Fig. 1: run 1, gate families picked out
The bar under the picture is 20 um long.
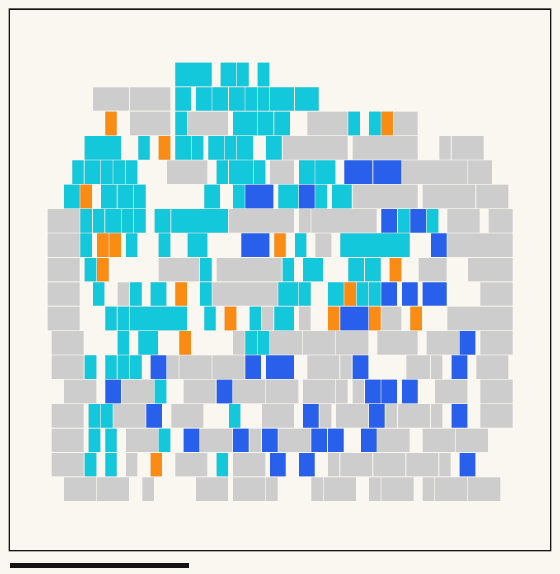
Fig. 2: run 1, sequential cells grouped by signal name
Other sequential cells in the stronger gray, the rest of the logic in the fainter gray.
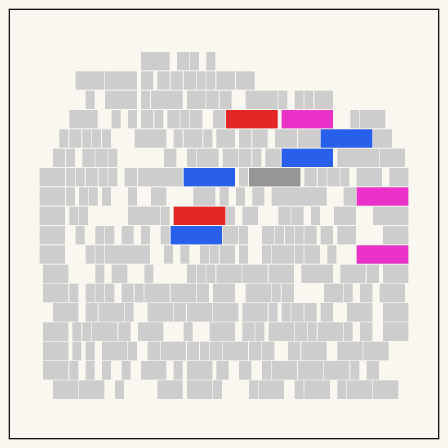
Fig. 3: run 1, pin map
Pins as bars across the die edge, other pins in gray.
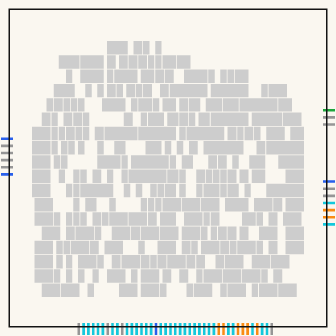
Fig. 4: run 1, signal wires by layer
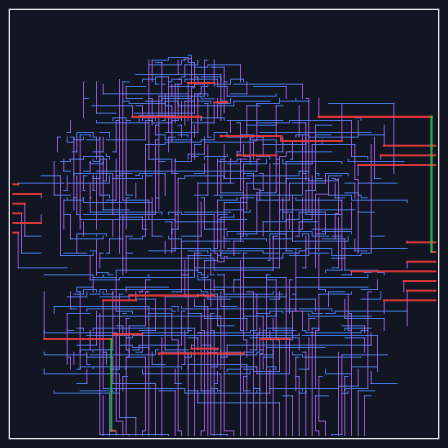
`config.mk`:
```
export PLATFORM = sky130hd
export DESIGN_NAME = fifo_wr_arbiter
export DESIGN_NICKNAME = d
export VERILOG_FILES = /design/src/rtl/fifo_arb_pkg.sv /design/src/rtl/fifo_rr_pick.sv /design/src/rtl/fifo_wr_arbiter.sv
export SDC_FILE = /design/constraint.sdc
export NUM_CORES = 1
export LEC_CHECK = 0
export ABC_AREA = 1
export ABC_CLOCK_PERIOD_IN_PS = 2950
export CAP_MARGIN = 40
export CORE_MARGIN = 4
export CORE_UTILIZATION = 44
export DETAILED_ROUTE_END_ITERATION = 7
export PLACE_DENSITY = 0.88
export SYNTH_ARGS = -nofsm -noshare
export SYNTH_HDL_FRONTEND = slang
export SYNTH_SLANG_ARGS = --single-unit
```
`constraint.sdc`:
```
create_clock -name clk_i -period 2.95 [get_ports clk_i]
set_input_delay 0.4425 -clock clk_i [delete_from_list [all_inputs] [get_ports clk_i]]
set_output_delay 0.4425 -clock clk_i [all_outputs]
set_load 0.005 [all_outputs]
```
`src/rtl/fifo_arb_pkg.sv`:
```
// rtl/fifo_arb_pkg.sv - shared state type and width helpers for the FIFO write arbiter
package fifo_arb_pkg;

    typedef enum logic {
        IDLE  = 1'b0,
        BURST = 1'b1
    } arb_state_e;

    // Burst counter must be able to hold MAX_BURST itself, not just MAX_BURST-1.
    function automatic int burst_cnt_width(input int max_burst);
        return $clog2(max_burst) + 1;
    endfunction

    function automatic int ptr_width(input int nreq);
        return (nreq > 1) ? $clog2(nreq) : 1;
    endfunction

endpackage

```
`src/rtl/fifo_rr_pick.sv`:
```
// rtl/fifo_rr_pick.sv - combinational rotate-priority one-hot picker
module fifo_rr_pick
    import fifo_arb_pkg::*;
#(
    parameter int NREQ = 4,
    parameter int PW   = ptr_width(NREQ)
) (
    input  logic [NREQ-1:0] req_i,
    input  logic [PW-1:0]   ptr_i,
    output logic [NREQ-1:0] grant_o
);

    always_comb begin
        logic        found;
        logic [PW:0] sum;
        logic [PW-1:0] idx;
        grant_o = '0;
        found   = 1'b0;
        sum     = '0;
        idx     = '0;
        // Scan from ptr upward, wrapping at NREQ so non-power-of-two counts work.
        for (int off = 0; off < NREQ; off++) begin
            sum = {1'b0, ptr_i} + (PW+1)'(off);
            if (sum >= (PW+1)'(NREQ)) begin
                sum = sum - (PW+1)'(NREQ);
            end
            idx = sum[PW-1:0];
            if (!found && req_i[idx]) begin
                grant_o[idx] = 1'b1;
                found        = 1'b1;
            end
        end
    end

endmodule

```
`src/rtl/fifo_wr_arbiter.sv`:
```
// rtl/fifo_wr_arbiter.sv - round-robin burst arbiter sharing one FIFO write port
module fifo_wr_arbiter
    import fifo_arb_pkg::*;
#(
    parameter int NREQ      = 4,
    parameter int DATASIZE  = 8,
    parameter int MAX_BURST = 4
) (
    input  logic                     clk_i,
    input  logic                     rst_i,
    input  logic [NREQ-1:0]          req_i,
    input  logic [NREQ*DATASIZE-1:0] data_i,
    output logic [NREQ-1:0]          ack_o,
    output logic [NREQ-1:0]          grant_o,
    input  logic                     fifo_full_i,
    output logic                     wen_o,
    output logic [DATASIZE-1:0]      din_o,
    output logic                     busy_o
);

    localparam int CW = burst_cnt_width(MAX_BURST);
    localparam int PW = ptr_width(NREQ);
    localparam logic [CW-1:0] LAST_CNT = CW'(MAX_BURST);

    arb_state_e          state_q, state_d;
    logic [NREQ-1:0]     grant_q, grant_d;
    logic [CW-1:0]       cnt_q, cnt_d;
    logic [PW-1:0]       rr_ptr_q, rr_ptr_d;
    logic [NREQ-1:0]     pick;
    logic [PW-1:0]       g_idx, g_next;
    logic [DATASIZE-1:0] g_data;
    logic                req_g, xfer;

    fifo_rr_pick #(
        .NREQ (NREQ),
        .PW   (PW)
    ) u_pick (
        .req_i   (req_i),
        .ptr_i   (rr_ptr_q),
        .grant_o (pick)
    );

    always_comb begin
        g_idx  = '0;
        g_data = '0;
        for (int k = 0; k < NREQ; k++) begin
            if (grant_q[k]) begin
                g_idx  = PW'(k);
                g_data = data_i[k*DATASIZE +: DATASIZE];
            end
        end
        g_next = (g_idx == PW'(NREQ-1)) ? '0 : g_idx + PW'(1);
    end

    // Reset gates the transfer so nothing reaches the FIFO mid-burst during reset.
    assign req_g   = |(req_i & grant_q);
    assign xfer    = (state_q == BURST) && req_g && !fifo_full_i && !rst_i;
    assign wen_o   = xfer;
    assign ack_o   = xfer ? grant_q : '0;
    assign din_o   = xfer ? g_data : '0;
    assign grant_o = grant_q;
    assign busy_o  = (state_q == BURST) && !rst_i;

    always_comb begin
        state_d  = state_q;
        grant_d  = grant_q;
        cnt_d    = cnt_q;
        rr_ptr_d = rr_ptr_q;
        case (state_q)
            IDLE: begin
                if (|req_i) begin
                    grant_d = pick;
                    cnt_d   = '0;
                    state_d = BURST;
                end
            end
            BURST: begin
                if (xfer) begin
                    cnt_d = cnt_q + CW'(1);
                end
                if (!req_g || (xfer && cnt_d == LAST_CNT)) begin
                    state_d  = IDLE;
                    grant_d  = '0;
                    rr_ptr_d = g_next;
                end
            end
            default: begin
                state_d = IDLE;
                grant_d = '0;
            end
        endcase
    end

    always_ff @(posedge clk_i) begin
        if (rst_i) begin
            state_q  <= IDLE;
            grant_q  <= '0;
            cnt_q    <= '0;
            rr_ptr_q <= '0;
        end else begin
            state_q  <= state_d;
            grant_q  <= grant_d;
            cnt_q    <= cnt_d;
            rr_ptr_q <= rr_ptr_d;
        end
    end

endmodule

```
==> results.sh, run 1 <==
# source this file to load flow results
export IMPL_start_kind="register"
export IMPL_worst_pin_slew_ns=0.529
export IMPL_clockBufferDepth=2
export IMPL_postRouteWirelength_um=3860
export IMPL_final_cell_mix="nand2_1 (59), clkdlybuf4s50_1 (56), o21ai_0 (24)"
export IMPL_pg_comb_w=0.000589
export IMPL_netlist_area_mm2=0.00120
export IMPL_use_met1=0.327
export IMPL_cts_buffers=3
export IMPL_tool_warnings=31
export IMPL_p_leak_nw=0.790
export IMPL_p_int_w=0.000473
export IMPL_buffer_area_frac=0.314
export IMPL_crit_path_end_kind="primary output"
export IMPL_synthCells=201
export IMPL_flop_count=10
export IMPL_placementRows=18
export IMPL_wl_met1_um=1840
export IMPL_ir_worst_vdd_uv=376
export IMPL_maxSlewHeadroom=0.646
export IMPL_synth_top_cell_by_count="nand2_1"
export IMPL_ys_cells=201
export IMPL_dieHeight_um=60.3
export IMPL_crit_family="buffers and inverters"
export IMPL_async_reset_ff_frac=0
export IMPL_cts_resized_gates=0
export IMPL_fa_ha_area_frac=0.0729
export IMPL_drive_above_1_share=0.0927
export IMPL_path_cells="clkinv_1 -> nand2_1 -> nor2_1 -> o21ai_0 -> o21ai_0 -> nor2_1 -> clkdlybuf4s50_1"
export IMPL_place_hpwl_um=3180
export IMPL_grt_pass1_vias=1317
export IMPL_finalNonFillerCells=289
export IMPL_critPathBufInv=2
export IMPL_num_nets_final=306
export IMPL_top_power_group="combinational logic"
export IMPL_antenna_found_initial=0
export IMPL_clock_fmax_mhz=367
export IMPL_core_area_mm2=0.00254
export IMPL_final_fill_count=211
export IMPL_common_cells="nand2_1 (59), o21ai_0 (24), nand3_1 (23), nor2_1 (23), inv_1 (13)"
export IMPL_cts_tree="yes"
export IMPL_seqPwrFrac=0.227
export IMPL_seq_share=0.109
export IMPL_die_area_mm2=0.00363
export IMPL_hold_violations=0
export IMPL_synth_comb_largest_family="simple AND/OR/NAND/NOR gates"
export IMPL_top_cell_area_share=0.184
export IMPL_comb_area_um2=922
export IMPL_cts_setup_buffers=0
export IMPL_ys_sh_simple=0.517
export IMPL_highest_layer="met4"
export IMPL_required_ns=2.51
export IMPL_r2r_cells=11
export IMPL_synthAoiAreaFrac=0.171
export IMPL_yosys_warnings=0
export IMPL_drv_slew=0
export IMPL_p_seq_w=0.000209
export IMPL_grt_overflow=0
export IMPL_run_status="finished clean"
export IMPL_lay_top_count="nand2_1"
## Picture notes: Fig. 1
| color | family | cells | most used |
|---|---|---|---|
| cyan | NAND gates | 99 | nand2_1 |
| orange | inverters | 17 | inv_1 |
| blue | inverting AOI/OAI gates | 36 | o21ai_0 |

## Picture notes: Fig. 2
| color | signal | placed flops |
|---|---|---|
| magenta | cnt_q | 3 |
| red | rr_ptr_q | 2 |
| blue | grant_o | 4 |

## Picture notes: Fig. 3
| color | port | pins | direction | edge |
|---|---|---|---|---|
| orange | din_o | 8 | output | 6 bottom, 2 right |
| green | busy_o | 1 | output | right |
| cyan | data_i | 32 | input | 30 bottom, 2 right |
| blue | grant_o | 4 | output | 2 left, 1 bottom, 1 right |

## Picture notes: Fig. 4
| color | layer | wire length |
|---|---|---|
| purple | met2 | 1,810 um |
| blue | met1 | 1,840 um |
| green | met4 | 32.0 um |
| red | met3 | 178 um |

run 1: final timing paths:
check	slack, ns	startpoint	endpoint
max reg2reg	0.94	rr_ptr_q[0]	grant_o[2]
min reg2reg	0.50	cnt_q[1]	cnt_q[1]
min	0.50	cnt_q[1]	cnt_q[1]
max	0.23	grant_o[2]	din_o[6]
run 1: per-stage QoR:
stage               worst slack (ns)  total power (W)  cell area (um^2)   util
detailed placement             0.381         0.000794              1800  0.707
global route                 0.00260          0.00102              1840  0.721
floorplan                       1.22         0.000602              1200      -
finish                         0.229         0.000923              1840  0.721
global placement               0.397         0.000791              1800  0.707
CTS                            0.271         0.000922              1840  0.721
run 1: flip-flops by register name, indices dropped and copies added (netlist names):
signal / count
cnt_q: 3
grant_o: 4
rr_ptr_q: 2
state_q: 1
==> run 2: changes to the inputs <==
--- a/config.mk
+++ b/config.mk
@@ -10,6 +10,7 @@
 export CAP_MARGIN = 40
 export CORE_MARGIN = 4
 export CORE_UTILIZATION = 44
+export CTS_CLUSTER_SIZE = 10
 export DETAILED_ROUTE_END_ITERATION = 7
 export PLACE_DENSITY = 0.88
 export SYNTH_ARGS = -nofsm -noshare
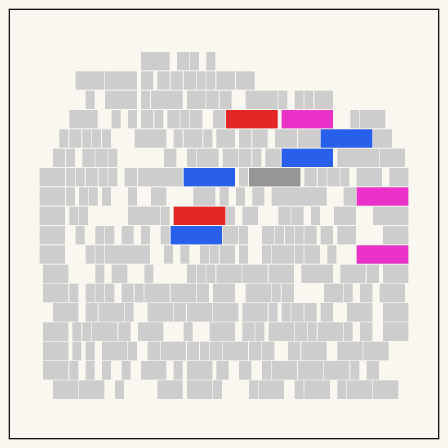
Fig. 5. Sequential cells grouped by signal name (run 2).
Other sequential cells in the stronger gray, the rest of the logic in the fainter gray.
| color | signal | placed flops |
|---|---|---|
| red | rr_ptr_q | 2 |
| magenta | cnt_q | 3 |
| blue | grant_o | 4 |

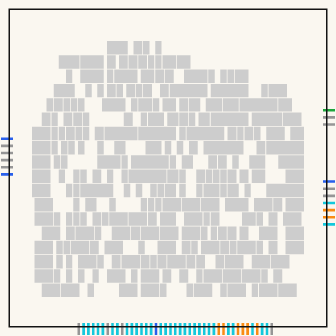
Fig. 6. Pin map (run 2).
Pins as bars across the die edge, other pins in gray.
| color | port | pins | direction | edge |
|---|---|---|---|---|
| blue | grant_o | 4 | output | 2 left, 1 bottom, 1 right |
| orange | din_o | 8 | output | 6 bottom, 2 right |
| cyan | data_i | 32 | input | 30 bottom, 2 right |
| green | busy_o | 1 | output | right |
all pins by edge: 41 bottom, 10 right, 6 left

==> run 2 against run 1 <==
  * Maximum frequency unchanged
  * Total power unchanged
  * Flip-flop count unchanged
  * Sequential power about the same
  * Synthesized cell count unchanged
  * Worst setup slack unchanged
  * Largest power group unchanged
  * Critical path depth unchanged
  * Global-route usage unchanged
  * Highest routed layer unchanged
  * Critical endpoint unchanged
==> results.sh, run 2 <==
# source this file to load flow results
export IMPL_cts_tree="yes"
export IMPL_placementRows=18
export IMPL_drv_slew=0
export IMPL_num_nets_final=306
export IMPL_comb_area_um2=922
export IMPL_required_ns=2.51
export IMPL_hold_start="cnt_q[1]"
export IMPL_cp_max_fo=10
export IMPL_fin_util=0.721
export IMPL_dr_wl_met3_um=177
export IMPL_lay_top_count="nand2_1"
export IMPL_largest_class="combinational gates"
export IMPL_finalNonFillerCells=289
export IMPL_drive_above_1_share=0.0927
export IMPL_final_setup_tns_ns=0
export IMPL_cp_startpoint="grant_o[2]"
export IMPL_layout_setup_ws_ns=0.229
export IMPL_reg2reg_from="rr_ptr_q[0]"
export IMPL_postRouteWirelength_um=3860
export IMPL_ff2ff_setup_slack_ns=0.94
export IMPL_final_fill_count=211
export IMPL_r2r_cells=11
export IMPL_place_hpwl_um=3180
export IMPL_cp_endpoint="din_o[6]"
export IMPL_ant_nets=0
export IMPL_common_cells="nand2_1 (59), o21ai_0 (24), nand3_1 (23), nor2_1 (23), inv_1 (13)"
export IMPL_p_int_w=0.000473
export IMPL_start_kind="register"
export IMPL_synth_top_cell_by_count="nand2_1"
export IMPL_core_area_mm2=0.00254
export IMPL_flop_count=10
export IMPL_path_cells="clkinv_1 -> nand2_1 -> nor2_1 -> o21ai_0 -> o21ai_0 -> nor2_1 -> clkdlybuf4s50_1"
export IMPL_vias_per_cell=5.17
export IMPL_place_ws_ns=0.381
export IMPL_final_area_mm2=0.00184
export IMPL_synthCells=201
export IMPL_seq_share=0.109
export IMPL_grtUsageMet2=0.370
export IMPL_clockBufferDepth=2
export IMPL_worst_pin_slew_ns=0.529
export IMPL_p_total_w=0.000923
export IMPL_cp_data_arrival_time_ns=2.28
export IMPL_buffer_area_frac=0.314
export IMPL_fin_skew_ns=0.00345
export IMPL_grt_overflow=0
export IMPL_p_seq_w=0.000209
export IMPL_dieHeight_um=60.3
export IMPL_clkSinkCount=10
export IMPL_pg_comb_w=0.000589
export IMPL_clock_fmax_mhz=367
export IMPL_largest_reg_flops=4
export IMPL_run_status="finished clean"
export IMPL_cts_buffers=3
export IMPL_hold_violations=0
export IMPL_async_reset_ff_frac=0
export IMPL_synthToLayoutAreaGrowth_pct=52.8
export IMPL_highest_layer="met4"
export IMPL_wl_met1_um=1840
export IMPL_holdPathEnd="cnt_q[1]"
export IMPL_power_density_mw_per_mm2=503
export IMPL_comb_share=0.502
export IMPL_seqPwrFrac=0.227
export IMPL_cts_resized_gates=0
export IMPL_crit_family="buffers and inverters"
export IMPL_initial_core_util=0.472
export IMPL_ir_worst_vdd_uv=376
export IMPL_maxCapViolations=0
export IMPL_p_leak_nw=0.790
export IMPL_placed_cell_area_mm2=0.00180
export IMPL_signal_buffers=58
export IMPL_top_cell_area_share=0.184
export IMPL_final_cell_mix="nand2_1 (59), clkdlybuf4s50_1 (56), o21ai_0 (24)"
export IMPL_crit_path_end_kind="primary output"
export IMPL_maxSlewHeadroom=0.646
export IMPL_netlist_area_mm2=0.00120
export IMPL_ys_cells=201
export IMPL_use_met1=0.327
export IMPL_top_power_group="combinational logic"
export IMPL_critPathBufInv=2
export IMPL_avgSynthCellArea_um2=5.98
export IMPL_n_antenna_cell=0
export IMPL_dr_pass1_iters=4
export IMPL_tool_warnings=31
export IMPL_r2r_end="grant_o[2]"
export IMPL_die_area_mm2=0.00363
export IMPL_antenna_found_initial=0
export IMPL_taps=30
export IMPL_yosys_warnings=0
export IMPL_cts_setup_buffers=0
export IMPL_grt_pass1_vias=1317
run 2: cell counts in the layout (fill, tap and decap cells not counted):
Identical to the previous run, type by type.
run 2: logic make-up (layout without fill, tap and decap cells):
| kind of cell | Yosys count | count (layout) | share of synthesized area |
|---|---|---|---|
| AND-OR/OR-AND | 36 | 36 | 0.171 |
| AND/OR/NAND/NOR | 126 | 126 | 0.517 |
| adder cells (fa/ha/maj) | 7 | 7 | 0.0729 |
| XOR/XNOR | 1 | 1 | 0.00729 |
| flip-flops | 10 | 10 | 0.167 |
| buffers and inverters | 21 | 79 | 0.0656 |
run 2: tightest hold or removal path: stages (launching register included):
cell	delay (ns)
dfxtp_1	0.33
nand2_1	0.07
a21oi_1	0.05
Power is estimated from default activity; no workload was simulated.
